**config.mk**
```make
export PLATFORM = sky130hd
export DESIGN_NAME = bid_arbiter
export DESIGN_NICKNAME = d
export VERILOG_FILES = /design/src/rtl/bid_arbiter_pkg.sv /design/src/rtl/bid_select.sv /design/src/rtl/bid_arbiter.sv
export SDC_FILE = /design/constraint.sdc
export NUM_CORES = 1
export LEC_CHECK = 0
export CAP_MARGIN = 20
export CORE_AREA = 2 2 201 203
export CTS_BUF_LIST = sky130_fd_sc_hd__clkbuf_4 sky130_fd_sc_hd__clkbuf_8 sky130_fd_sc_hd__clkbuf_16
export DETAILED_ROUTE_END_ITERATION = 8
export DIE_AREA = 0 0 203 205
export GPL_TIMING_DRIVEN = 0
export SLEW_MARGIN = 15
export SYNTH_ARGS = -nofsm -noshare
export SYNTH_HDL_FRONTEND = slang
export SYNTH_SLANG_ARGS = --single-unit
```
**constraint.sdc**
```tcl
create_clock -name clk -period 18.5 [get_ports clk]
set_input_delay 4.625 -clock clk [delete_from_list [all_inputs] [get_ports clk]]
set_output_delay 4.625 -clock clk [all_outputs]
set_load 0.01 [all_outputs]
```
**src/rtl/bid_arbiter_pkg.sv**
```systemverilog
// Shared types and widths for the bid arbiter.
// Bids are 4 bits wide; 0 means "no request".
package bid_arbiter_pkg;

    localparam int BID_W  = 4;
    localparam int DATA_W = 32;
    localparam int ADDR_W = 32;

    typedef enum logic [1:0] {
        ST_IDLE  = 2'd0,
        ST_GRANT = 2'd1,
        ST_XFER  = 2'd2
    } state_t;

endpackage

```
**src/rtl/bid_select.sv**
```systemverilog
// Combinational max-bid search; ties go to the first master at or after i_start.
// Zero latency, no backpressure.
module bid_select
    import bid_arbiter_pkg::*;
#(
    parameter int NM    = 4,
    parameter int IDX_W = 2
) (
    input  logic [NM*BID_W-1:0] i_req,
    input  logic [IDX_W-1:0]    i_start,
    output logic [IDX_W-1:0]    o_winner,
    output logic                o_any
);

    logic [BID_W-1:0] w_best;
    int               w_idx;

    // Strict greater-than while walking in rotated order keeps the earliest tied master.
    always_comb begin
        w_best   = '0;
        w_idx    = 0;
        o_winner = i_start;
        o_any    = 1'b0;
        for (int k = 0; k < NM; k++) begin
            w_idx = int'(i_start) + k;
            if (w_idx >= NM) begin
                w_idx = w_idx - NM;
            end
            if (i_req[w_idx*BID_W +: BID_W] > w_best) begin
                w_best   = i_req[w_idx*BID_W +: BID_W];
                o_winner = IDX_W'(w_idx);
                o_any    = 1'b1;
            end
        end
    end

endmodule

```
**src/rtl/bid_arbiter.sv**
```systemverilog
// Bid-based single-slave bus arbiter: 1-cycle arbitration, grant held until xfr
// drops, wait timeout or length limit; slave-side mux is purely combinational.
module bid_arbiter
    import bid_arbiter_pkg::*;
#(
    parameter int NM     = 4,
    parameter int GNT_TO = 4,
    parameter int MAXLEN = 16
) (
    input  logic                clk,
    input  logic                rst,
    input  logic [NM*BID_W-1:0] req,
    output logic [NM-1:0]       grant,
    input  logic [NM-1:0]       xfr,
    input  logic [NM-1:0]       RW,
    input  logic [NM*ADDR_W-1:0] addr,
    input  logic [NM*DATA_W-1:0] DataToSlave,
    output logic [NM*DATA_W-1:0] DataFromSlave,
    output logic                s_xfr,
    output logic                s_RW,
    output logic [ADDR_W-1:0]   s_addr,
    output logic [DATA_W-1:0]   s_wdata,
    input  logic [DATA_W-1:0]   s_rdata
);

    localparam int IDX_W  = (NM > 1) ? $clog2(NM) : 1;
    localparam int WAIT_W = $clog2(GNT_TO + 1);
    localparam int LEN_W  = $clog2(MAXLEN + 1);

    state_t             r_state;
    state_t             w_state_nxt;
    logic [IDX_W-1:0]   r_winner;
    logic [IDX_W-1:0]   r_last;
    logic [WAIT_W-1:0]  r_wait;
    logic [WAIT_W-1:0]  w_wait_nxt;
    logic [LEN_W-1:0]   r_len;
    logic [LEN_W-1:0]   w_len_nxt;
    logic               w_latch;
    logic [IDX_W-1:0]   w_start;
    logic [IDX_W-1:0]   w_sel;
    logic               w_any;
    logic               w_granted;
    logic               w_xfr_win;

    assign w_start   = (r_last == IDX_W'(NM - 1)) ? '0 : r_last + 1'b1;
    assign w_granted = (r_state != ST_IDLE);
    assign w_xfr_win = xfr[r_winner];

    bid_select #(
        .NM    (NM),
        .IDX_W (IDX_W)
    ) u_bid_select (
        .i_req    (req),
        .i_start  (w_start),
        .o_winner (w_sel),
        .o_any    (w_any)
    );

    always_ff @(posedge clk or posedge rst) begin
        if (rst) begin
            r_state  <= ST_IDLE;
            r_winner <= '0;
            r_last   <= IDX_W'(NM - 1);
            r_wait   <= '0;
            r_len    <= '0;
        end else begin
            r_state <= w_state_nxt;
            r_wait  <= w_wait_nxt;
            r_len   <= w_len_nxt;
            if (w_latch) begin
                r_winner <= w_sel;
                r_last   <= w_sel;
            end
        end
    end

    // The cycle in GRANT where xfr first rises already counts toward MAXLEN.
    always_comb begin
        w_state_nxt = r_state;
        w_wait_nxt  = r_wait;
        w_len_nxt   = r_len;
        w_latch     = 1'b0;
        case (r_state)
            ST_IDLE: begin
                if (w_any) begin
                    w_latch     = 1'b1;
                    w_state_nxt = ST_GRANT;
                    w_wait_nxt  = '0;
                    w_len_nxt   = '0;
                end
            end
            ST_GRANT: begin
                if (w_xfr_win) begin
                    w_len_nxt   = LEN_W'(1);
                    w_state_nxt = (MAXLEN == 1) ? ST_IDLE : ST_XFER;
                end else if (r_wait == WAIT_W'(GNT_TO - 1)) begin
                    w_state_nxt = ST_IDLE;
                end else begin
                    w_wait_nxt = r_wait + 1'b1;
                end
            end
            ST_XFER: begin
                if (!w_xfr_win || r_len == LEN_W'(MAXLEN - 1)) begin
                    w_state_nxt = ST_IDLE;
                end else begin
                    w_len_nxt = r_len + 1'b1;
                end
            end
            default: w_state_nxt = ST_IDLE;
        endcase
    end

    always_comb begin
        grant         = '0;
        DataFromSlave = '0;
        s_xfr         = 1'b0;
        s_RW          = 1'b0;
        s_addr        = '0;
        s_wdata       = '0;
        if (w_granted) begin
            grant[r_winner] = 1'b1;
            DataFromSlave[int'(r_winner)*DATA_W +: DATA_W] = s_rdata;
            s_xfr   = w_xfr_win;
            s_RW    = RW[r_winner];
            s_addr  = addr[int'(r_winner)*ADDR_W +: ADDR_W];
            s_wdata = DataToSlave[int'(r_winner)*DATA_W +: DATA_W];
        end
    end

endmodule

```
==> flow_metrics.env, run 1 <==
# physical design summary
export IMPL_hold_start="r_len[4]"
export IMPL_crit_path_max_incr_delay_ns=0.58
export IMPL_max_slew_margin_pct=34.79
export IMPL_proportion_of_layout_cells_with_a_drive_suffix_above_1_pct=9.091
export IMPL_io_pin_count=512
export IMPL_synthesis_area_per_instance_sq_um=9.314
export IMPL_timing_critical_path_from_type="input pin"
export IMPL_floorplan_die_area_sq_mm=0.04162
export IMPL_layout_cells_largest_class="non-clock buffers"
export IMPL_ff2ff_path_depth=26
export IMPL_synth_top_cells_by_count="and2_1, mux4_2, ha_1, clkbuf_1, nor2_1"
export IMPL_comb_power_mw=1.54
export IMPL_synth_area_leader_cell="mux4_2"
export IMPL_hold_violations=0
export IMPL_pre_cts_ws_ns=7.386
export IMPL_tritoncts_num_sinks=14
export IMPL_most_common_layout_cells="clkdlybuf4s50_1, and2_1, mux4_2, ha_1, clkbuf_1"
export IMPL_detail_route_iter0_violations=387
export IMPL_vias_in_the_first_global_route=6359
export IMPL_flop_area_sq_um=352.8
export IMPL_synthMuxAreaShare_pct=38.77
export IMPL_synth_cells=518
export IMPL_antenna_found_initial=5
export IMPL_run_status="complete, no violations"
export IMPL_largestPowerGroup="combinational logic"
export IMPL_clockNetworkAreaShare_pct=0.7717
export IMPL_route_met2_wl_mm=15.94
export IMPL_timing_critical_path_depth=4
export IMPL_layout_nonclk_buf_share_pct=49.47
export IMPL_finalPower_mw=1.650
export IMPL_non_clock_buffer_count=554
export IMPL_taps=525
export IMPL_enable_flop_cells=0
export IMPL_diodes=4
export IMPL_worst_r2r_setup_slack_ns=10.99
export IMPL_cts_resized=0
export IMPL_clk_pin_slew_worst_paths_ns=0.05
export IMPL_ys_top_cells_by_area="mux4_2, and2_1, ha_1"
export IMPL_cts_inserted_buffers=3
export IMPL_switching_power_mw=0.8026
export IMPL_cap_violations=0
export IMPL_post_synthesis_cell_area_sq_mm=0.004825
export IMPL_holdPathEnd="r_len[4]"
export IMPL_p_int_mw=0.8479
export IMPL_worstReg2RegEnd="r_len[0]"
export IMPL_setup_worst_path_end="s_wdata[4]"
export IMPL_post_layout_worst_setup_margin_ns=7.410
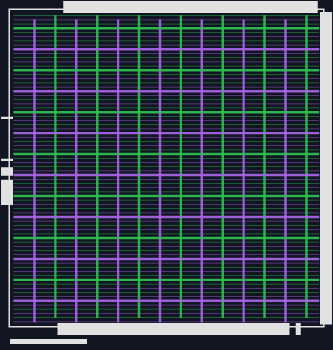
**Above:** run 1 (power grid).
Bar = 50 um. Pins as bars on the die edge.
colour	net
green	VDD
purple	VSS
met1 rails	74
met4 straps	14
rows	73
signal pins	512
met5 straps	14

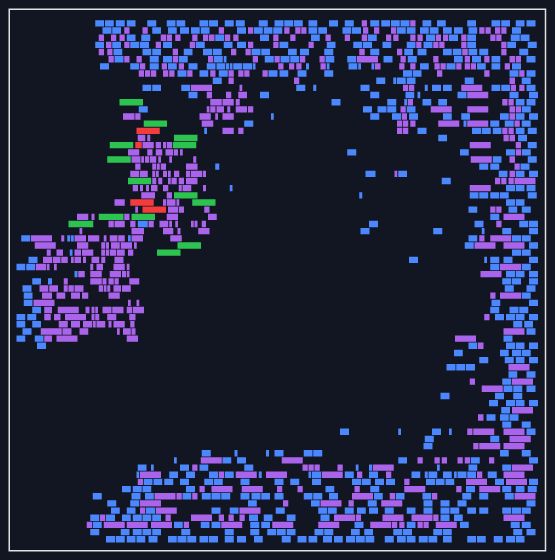
**Above:** run 1 (cell classes on the final placement).
colour	class	cells	share of their area
purple	combinational and other logic	462	43%
green	sequential cells	14	3.5%
red	clock drivers and dummy loads	4	0.82%
blue	remaining buffers and delay cells	554	53%
Seq area share: 3.297%
core occupancy in the finished layout: 27.18%
area of the core region: 0.03937 sq mm
final design instance area without fill: 0.01070 sq mm

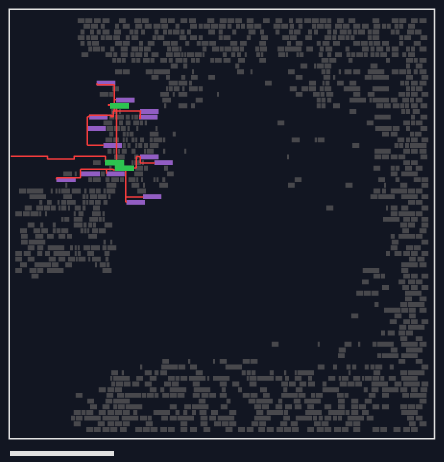
**Above:** run 1 (clock distribution).
Bar = 50 um.
[red] clock wires | length: 256 um
[green] clock drivers | count: 3
[purple] flip-flops | count: 14
routed clock nets	4
clock latency at the later pin of the worst-skew pair: 0.25 ns
worst setup skew after layout: 0.003147 ns
power of the clock network: 0.0438 mW
Clock power frac: 2.7%

==> run 1 -> run 2 <==
Clock period 18.5 ns to 10.95 ns, I/O delays scaled along.
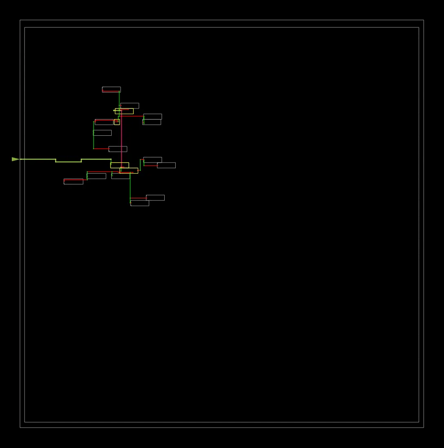
**Above:** run 2 (the clock network).
number of clock sinks seen by CTS: 14
number of buffers created by CTS: 3
number of sequential cells in the layout: 14

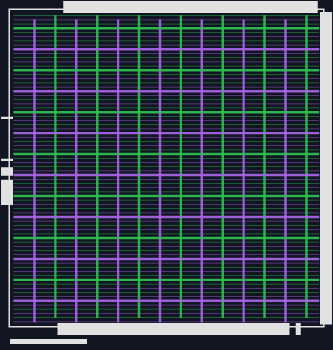
**Above:** run 2 (power grid).
Bar = 50 um. Pins as bars on the die edge.
die outline width: 203 um
worst-case vdd ir drop: 281.6 uV
Die H: 205 um

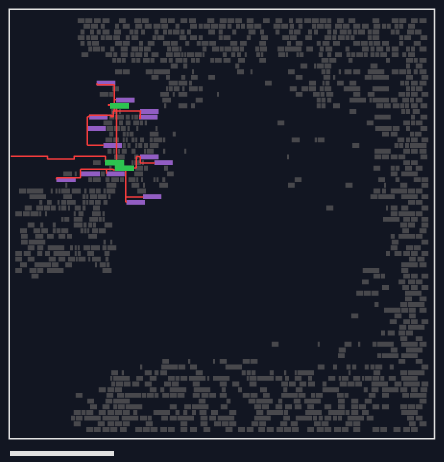
**Above:** run 2 (clock distribution).
Bar = 50 um.
[red] clock wires | length: 256 um
[purple] flip-flops | count: 14
[green] clock drivers | count: 3
routed clock nets	4
power of the clock network: 0.0740 mW

==> run 2 against run 1 <==
Net effect:
- flip-flop count stayed put
- worst hold slack is the same
- via count unchanged
- routed wire length stayed put
- combinational power rose by 69%
- critical path type is now in2reg
- highest routed layer unchanged
==> flow_metrics.env, run 2 <==
# physical design summary
export IMPL_taps=525
export IMPL_clockNetworkAreaShare_pct=0.7717
export IMPL_core_sq_mm=0.03937
export IMPL_detail_route_iter0_violations=387
export IMPL_synth_cells=518
export IMPL_worst_r2r_setup_slack_ns=3.44
export IMPL_synthMuxAreaShare_pct=38.77
export IMPL_post_layout_worst_setup_margin_ns=2.080
export IMPL_ff2ff_path_depth=26
export IMPL_finalPower_mw=2.788
export IMPL_comb_power_mw=2.60
export IMPL_diodes=4
export IMPL_synth_top_cells_by_count="and2_1, mux4_2, ha_1, clkbuf_1, nor2_1"
export IMPL_switching_power_mw=1.356
export IMPL_synthesis_area_per_instance_sq_um=9.314
export IMPL_finalClockSkew_ns=0.003147
export IMPL_flop_area_sq_um=352.8
export IMPL_worstReg2RegEnd="r_len[0]"
export IMPL_holdPathEnd="r_len[4]"
export IMPL_ys_top_cells_by_area="mux4_2, and2_1, ha_1"
export IMPL_post_synthesis_cell_area_sq_mm=0.004825
export IMPL_most_common_layout_cells="clkdlybuf4s50_1, and2_1, mux4_2, ha_1, clkbuf_1"
export IMPL_timing_critical_path_from_type="input pin"
export IMPL_pre_cts_ws_ns=1.854
export IMPL_clk_insertion_delay_late_ns=0.25
export IMPL_hold_start="r_len[4]"
export IMPL_vias_in_the_first_global_route=6359
export IMPL_proportion_of_layout_cells_with_a_drive_suffix_above_1_pct=9.091
export IMPL_largestPowerGroup="combinational logic"
export IMPL_route_met2_wl_mm=15.94
export IMPL_io_pin_count=512
export IMPL_setup_worst_path_end="r_len[0]"
export IMPL_enable_flop_cells=0
export IMPL_layout_nonclk_buf_share_pct=49.47
export IMPL_run_status="complete, no violations"
export IMPL_max_slew_margin_pct=34.79
export IMPL_cap_violations=0
export IMPL_layout_cells_largest_class="non-clock buffers"
export IMPL_design_area_sq_mm=0.01070
export IMPL_antenna_found_initial=5
==> run 2 -> run 3 <==
Settings changed: CORE_AREA 2 2 201 203 to 2 2 200 202, DIE_AREA 0 0 203 205 to 0 0 202 204.
Clock period 10.95 ns to 7.6 ns, I/O delays scaled along.
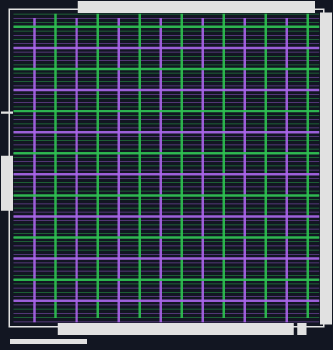
**Above:** run 3 (power grid).
Bar = 50 um. Pins as bars on the die edge.
die outline width: 202 um
worst-case vdd ir drop: 389.6 uV
Die H: 204 um
area of the core region: 0.03918 sq mm

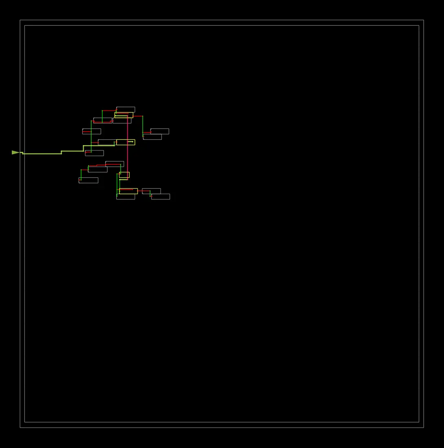
**Above:** run 3 (the clock network).
Layout clock buffers: 4
worst setup skew after layout: 0.001993 ns
power of the clock network: 0.111 mW

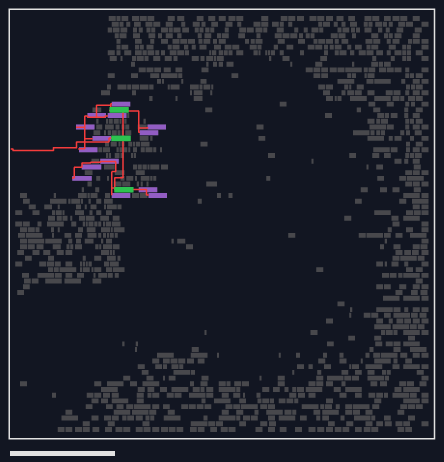
**Above:** run 3 (clock distribution).
Bar = 50 um.
[green] clock drivers | count: 3
[red] clock wires | length: 250 um
[purple] flip-flops | count: 14
routed clock nets	4

==> run 3 against run 2 <==
Net effect:
- sequential share of layout area barely moved
- critical path depth fell by 2
- synthesized cell count did not move
- largest cell class unchanged
- largest power group unchanged
==> flow_metrics.env, run 3 <==
# physical design summary
export IMPL_run_status="complete, no violations"
export IMPL_vias_in_the_first_global_route=6445
export IMPL_flop_area_sq_um=352.8
export IMPL_proportion_of_layout_cells_with_a_drive_suffix_above_1_pct=9.643
export IMPL_synth_cells=518
export IMPL_finalPower_mw=4.098
export IMPL_timing_critical_path_from_type="input pin"
export IMPL_diodes=6
export IMPL_synthesis_area_per_instance_sq_um=9.314
export IMPL_setup_worst_path_end="r_len[0]"
export IMPL_post_synthesis_cell_area_sq_mm=0.004825
export IMPL_ff2ff_path_depth=24
export IMPL_worstReg2RegEnd="r_len[0]"
export IMPL_taps=525
export IMPL_max_slew_margin_pct=31.00
export IMPL_synthMuxAreaShare_pct=38.77
export IMPL_flops=14
export IMPL_holdPathEnd="r_len[4]"
export IMPL_io_pin_count=512
export IMPL_pre_cts_ws_ns=-0.5837
export IMPL_detail_route_iter0_violations=325
export IMPL_layout_nonclk_buf_share_pct=49.51
export IMPL_clk_insertion_delay_late_ns=0.25
export IMPL_hold_start="r_len[4]"
export IMPL_largestPowerGroup="combinational logic"
export IMPL_cap_violations=0
export IMPL_switching_power_mw=1.965
export IMPL_layout_cells_largest_class="non-clock buffers"
export IMPL_antenna_found_initial=5
export IMPL_tritoncts_num_sinks=14
export IMPL_enable_flop_cells=0
Power figures rest on the tool's default switching activity, not on a simulated workload.
